Figure 1. The metal 1 layer (run 1).
(4 px per µm) Cells faint in the background.
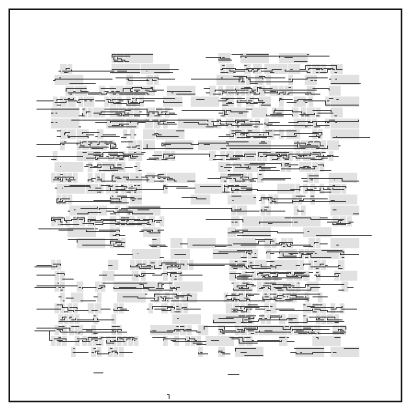
Figure 2. Met2 routing (run 1).
(4 px per µm)
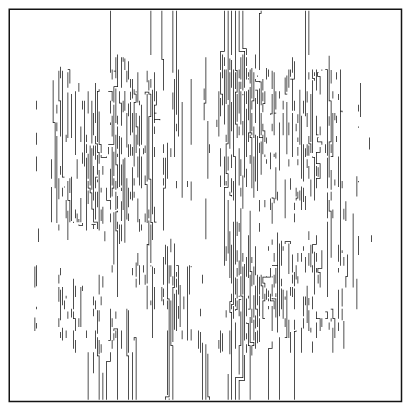
Figure 3. Signal wires on met3 (run 1).
(3 px per µm) Cells faint in the background.
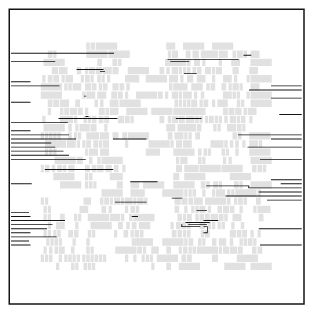
Figure 4. Routing congestion map (run 1).
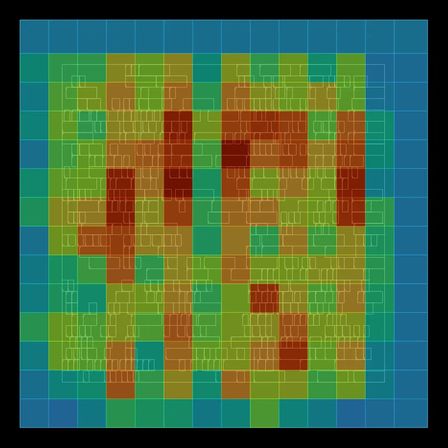
`config.mk`:
```
export PLATFORM = sky130hd
export DESIGN_NAME = hazard_ctrl
export DESIGN_NICKNAME = d
export VERILOG_FILES = /design/src/rtl/hazard_ctrl.sv
export SDC_FILE = /design/constraint.sdc
export NUM_CORES = 1
export LEC_CHECK = 0
export ABC_AREA = 1
export CORE_MARGIN = 10
export CORE_UTILIZATION = 55
export DETAILED_ROUTE_END_ITERATION = 10
export DONT_BUFFER_PORTS = 1
export GPL_ROUTABILITY_DRIVEN = 0
export PLACE_DENSITY = 0.71
export SYNTH_ARGS = -nofsm -noshare
export SYNTH_HDL_FRONTEND = slang
export SYNTH_SLANG_ARGS = --single-unit
```
`constraint.sdc`:
```
create_clock -name clk -period 3.6 [get_ports clk]
set_input_delay 0.36 -clock clk [delete_from_list [all_inputs] [get_ports clk]]
set_output_delay 0.36 -clock clk [all_outputs]
set_load 0.02 [all_outputs]
```
`src/rtl/hazard_ctrl.sv`:
```
// ============================================================================
// hazard_ctrl : load-use / branch / memory-freeze hazard control for the
//               5-stage MIPS pipeline, with saturating event counters.
// Revision    : 1.0
// ============================================================================
`default_nettype none

module hazard_ctrl #(
  parameter int STALL_CYCLES = 1
) (
  input  logic        clk,
  input  logic        rst,
  input  logic        idex_memread,
  input  logic [4:0]  idex_rt_addr,
  input  logic [4:0]  ifid_rs_addr,
  input  logic [4:0]  ifid_rt_addr,
  input  logic        ifid_uses_rt,
  input  logic        branch_taken,
  input  logic        mem_busy,
  input  logic        clr_stats,
  output logic        pc_write,
  output logic        ifid_write,
  output logic        ifid_flush,
  output logic        idex_write,
  output logic        idex_bubble,
  output logic        stalling,
  output logic [15:0] stall_cnt,
  output logic [15:0] flush_cnt,
  output logic [15:0] freeze_cnt
);

  typedef enum logic [1:0] {
    RUN    = 2'd0,
    STALL  = 2'd1,
    FREEZE = 2'd2
  } state_t;

  state_t state, state_nxt, ret, ret_nxt, eff_state;
  logic   cnt, cnt_nxt, ret_cnt, ret_cnt_nxt, eff_cnt;
  logic   hz;

  assign hz = idex_memread && (idex_rt_addr != 5'd0) &&
              ((idex_rt_addr == ifid_rs_addr) ||
               (ifid_uses_rt && (idex_rt_addr == ifid_rt_addr)));

  function automatic logic [15:0] sat_inc(input logic [15:0] v, input logic en);
    return (en && (v != 16'hFFFF)) ? v + 16'd1 : v;
  endfunction

  always_comb begin
    state_nxt   = state;
    cnt_nxt     = cnt;
    ret_nxt     = ret;
    ret_cnt_nxt = ret_cnt;
    eff_state   = state;
    eff_cnt     = cnt;
    pc_write    = 1'b0;
    ifid_write  = 1'b0;
    ifid_flush  = 1'b0;
    idex_write  = 1'b0;
    idex_bubble = 1'b0;
    stalling    = 1'b0;

    if (rst) begin
      idex_bubble = 1'b1;
    end else if (mem_busy) begin
      state_nxt = FREEZE;
      // Only the first frozen cycle captures where to resume.
      if (state != FREEZE) begin
        ret_nxt     = state;
        ret_cnt_nxt = cnt;
      end
    end else begin
      if (state == FREEZE) begin
        eff_state = ret;
        eff_cnt   = ret_cnt;
      end
      state_nxt = eff_state;
      cnt_nxt   = eff_cnt;
      case (eff_state)
        STALL: begin
          idex_write  = 1'b1;
          idex_bubble = 1'b1;
          stalling    = 1'b1;
          cnt_nxt     = eff_cnt - 1'b1;
          if (eff_cnt == 1'b1) state_nxt = RUN;
        end
        default: begin
          if (hz) begin
            // A concurrent taken branch stays in ID and re-resolves later.
            idex_write  = 1'b1;
            idex_bubble = 1'b1;
            stalling    = 1'b1;
            if (STALL_CYCLES == 2) begin
              state_nxt = STALL;
              cnt_nxt   = 1'b1;
            end else begin
              state_nxt = RUN;
            end
          end else begin
            pc_write   = 1'b1;
            ifid_write = 1'b1;
            idex_write = 1'b1;
            ifid_flush = branch_taken;
            state_nxt  = RUN;
          end
        end
      endcase
    end
  end

  always_ff @(posedge clk) begin
    if (rst) begin
      state      <= RUN;
      cnt        <= 1'b0;
      ret        <= RUN;
      ret_cnt    <= 1'b0;
      stall_cnt  <= 16'd0;
      flush_cnt  <= 16'd0;
      freeze_cnt <= 16'd0;
    end else begin
      state   <= state_nxt;
      cnt     <= cnt_nxt;
      ret     <= ret_nxt;
      ret_cnt <= ret_cnt_nxt;
      if (clr_stats) begin
        stall_cnt  <= 16'd0;
        flush_cnt  <= 16'd0;
        freeze_cnt <= 16'd0;
      end else begin
        stall_cnt  <= sat_inc(stall_cnt, stalling);
        flush_cnt  <= sat_inc(flush_cnt, ifid_flush);
        freeze_cnt <= sat_inc(freeze_cnt, mem_busy);
      end
    end
  end

endmodule

`default_nettype wire

```
==> results.json, run 1 <==
{
  "cp_slowest_cell": "dfxtp_1",
  "hold_path_end": "ret_cnt",
  "rows": 28,
  "synth_cell_types": 36,
  "simple_gate_share": 0.3910,
  "clock-sinks": 54,
  "top_power_group": "sequential cells",
  "ys_dominant_reg_cell": "dfxtp_1",
  "cp-end-kind": "flop",
  "dr.max_layer_used": "met4",
  "port_buffers": 0,
  "drv_slew": 0,
  "synthArstFlopShare": 0,
  "cts_tree": "built",
  "hp-class": "primary input to flop",
  "status": "completed",
  "core_um2": 5886,
  "n_antenna_cell": 0,
  "postLayoutCellArea_um2": 3476,
  "aoi_share": 0.1040,
  "nets": 523,
  "finalWorstPathRequiredPeriod_ns": 2.325,
  "common_cells": "nand2_1, dfxtp_1, inv_1"
}
About Figure 1:
- main direction: horizontal
- nets with wire on the layer: 495
- longest straight run: 27.6 µm
- share of all routed wire: 41%
- wire length on this layer: 3,260 µm

About Figure 2:
- main direction: vertical
- longest straight run: 49.0 µm
- share of all routed wire: 50%
- wire length on this layer: 4,000 µm
- nets with wire on the layer: 385

About Figure 3:
- nets with wire on the layer: 55
- wire length on this layer: 723 µm
- main direction: horizontal
- longest straight run: 34.0 µm
- share of all routed wire: 9.0%

About Figure 4:
Final Util: 0.5906
busiest grt layer: met2
met3 usage: 0.05832
GRT Overall Usage: 0.1648
met1 usage: 0.1886

Figure 5. Pin map (run 1).
(4 px per µm) Pins as bars across the die edge, other pins in grey.
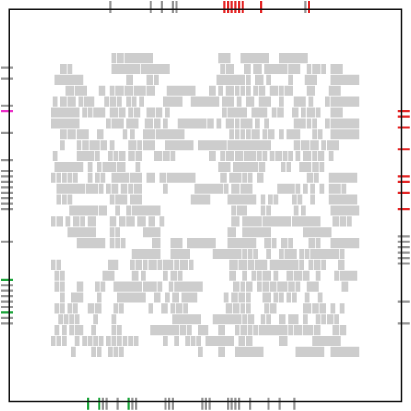

==> run 2: changes to the inputs <==
==> constraint.sdc (replaced) <==
create_clock -name clk -period 2.3 [get_ports clk]
set_input_delay 0.23 -clock clk [delete_from_list [all_inputs] [get_ports clk]]
set_output_delay 0.23 -clock clk [all_outputs]
set_load 0.02 [all_outputs]
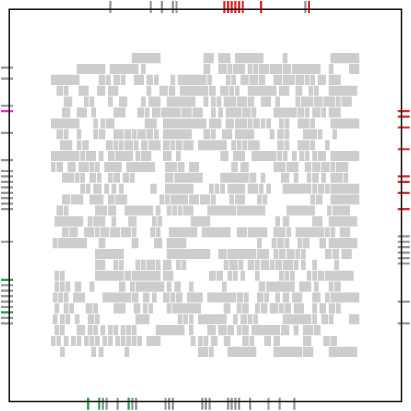
Figure 6: run 2, pin map.
(4 px per µm) Pins as bars across the die edge, other pins in grey.
- red: stall_cnt (pins 16; direction output; edge 8 right, 8 top)
- magenta: ifid_write (pins 1; direction output; edge left)
- green: ifid_rt_addr (pins 5; direction input; edge 3 bottom, 2 left)
- all pins by edge: 24 left, 22 bottom, 16 right, 14 top

==> run 2 against run 1 <==
Sequential cell count did not move. Total power rose by 68%. Clock power rose by 84%. Worst setup slack got worse by 0.99 ns. Sequential power rose by 56%.
==> results.json, run 2 <==
{
  "status": "completed",
  "largest_area_cell": "dfxtp_1",
  "clock-sinks": 54,
  "gr-usage-all-layers": 0.1723,
  "drtPass1Iterations": 5,
  "aoi_share": 0.1040,
  "critPathLaunch": "stall_cnt[0]",
  "gr-usage-met3": 0.06046,
  "startpoint_type": "flop",
  "hold_path_end": "state[1]",
  "syn_inst": 503,
  "simple_gate_share": 0.3910,
  "ys_sh_mux": 0.003013,
  "leakage_nw": 1.454,
  "finalWorstPathRequiredPeriod_ns": 2.019,
  "cp_slowest_cell": "dfxtp_1",
  "antenna_found_initial": 0,
  "hp-class": "primary input to flop",
  "common_cells": "nand2_1, dfxtp_1, inv_1",
  "drv_slew": 0,
  "cts_tree": "built",
  "port_buffers": 0,
  "met1_usage": 0.1917,
  "ys_dominant_reg_cell": "dfxtp_1",
  "n_antenna_cell": 0,
  "r2r_cells": 9,
  "combPwrFrac": 0.064,
  "core_um2": 5886,
  "rows": 28,
  "top_power_group": "sequential cells",
  "cts_max_level": 2,
  "m1WireLength_um": 3541,
  "clkbuf_count": 5,
  "yosysWarnings": 0,
  "cts_buffers": 5,
  "busiest_layer": "met2",
  "utilization": 0.6367,
  "nets": 556,
  "postLayoutCellArea_um2": 3747,
  "post-cts-setup-buffers": 0,
  "dr_wl_met2_um": 4216
}
==> run 3: changes to the inputs <==
--- a/config.mk
+++ b/config.mk
@@ -8,6 +8,7 @@
 export ABC_AREA = 1
 export CORE_MARGIN = 10
 export CORE_UTILIZATION = 55
+export CTS_CLUSTER_SIZE = 20
 export DETAILED_ROUTE_END_ITERATION = 10
 export DONT_BUFFER_PORTS = 1
 export GPL_ROUTABILITY_DRIVEN = 0
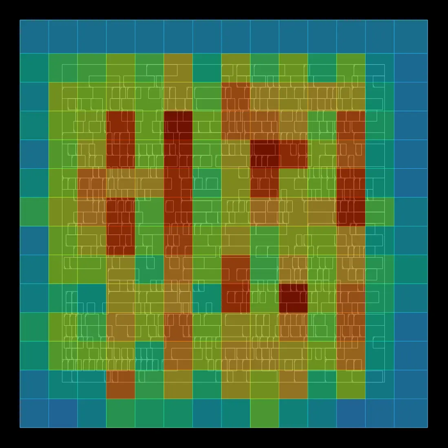
Figure 7: run 3, routing congestion map.
Final Util: 0.6367
met2 Resource Use GR: 0.3035
Routed WL per cell: 14.31 µm

==> run 3 against run 2 <==
Total power did not move. Cell area did not move. Largest power group unchanged. Die area did not move. Critical path depth did not move. Register-to-register slack barely moved.
==> results.json, run 3 <==
{
  "status": "completed",
  "simple_gate_share": 0.3910,
  "antenna_found_initial": 0,
  "postLayoutCellArea_um2": 3747,
  "nets": 556,
  "hold_path_end": "state[1]",
  "synth_cell_types": 36,
  "cts_buffers": 5,
  "hp-class": "primary input to flop",
  "critPathLaunch": "stall_cnt[0]",
  "cp-end-kind": "flop",
  "top_power_group": "sequential cells",
  "gr-usage-met3": 0.06046,
  "cts_tree": "built",
  "synthArstFlopShare": 0,
  "m1WireLength_um": 3541,
  "dr_wl_met2_um": 4216,
  "drtPass1Iterations": 5,
  "gr-usage-all-layers": 0.1723,
  "rows": 28,
  "cts_max_level": 2,
  "ys_dominant_reg_cell": "dfxtp_1",
  "syn_inst": 503,
  "combPwrFrac": 0.064,
  "port_buffers": 0,
  "yosysWarnings": 0,
  "drv_slew": 0,
  "post-cts-setup-buffers": 0,
  "aoi_share": 0.1040,
  "ys_sh_mux": 0.003013,
  "clock-sinks": 54,
  "met1_usage": 0.1917,
  "leakage_nw": 1.454
}
No activity file was given, so power comes from the tool's default toggle rates.
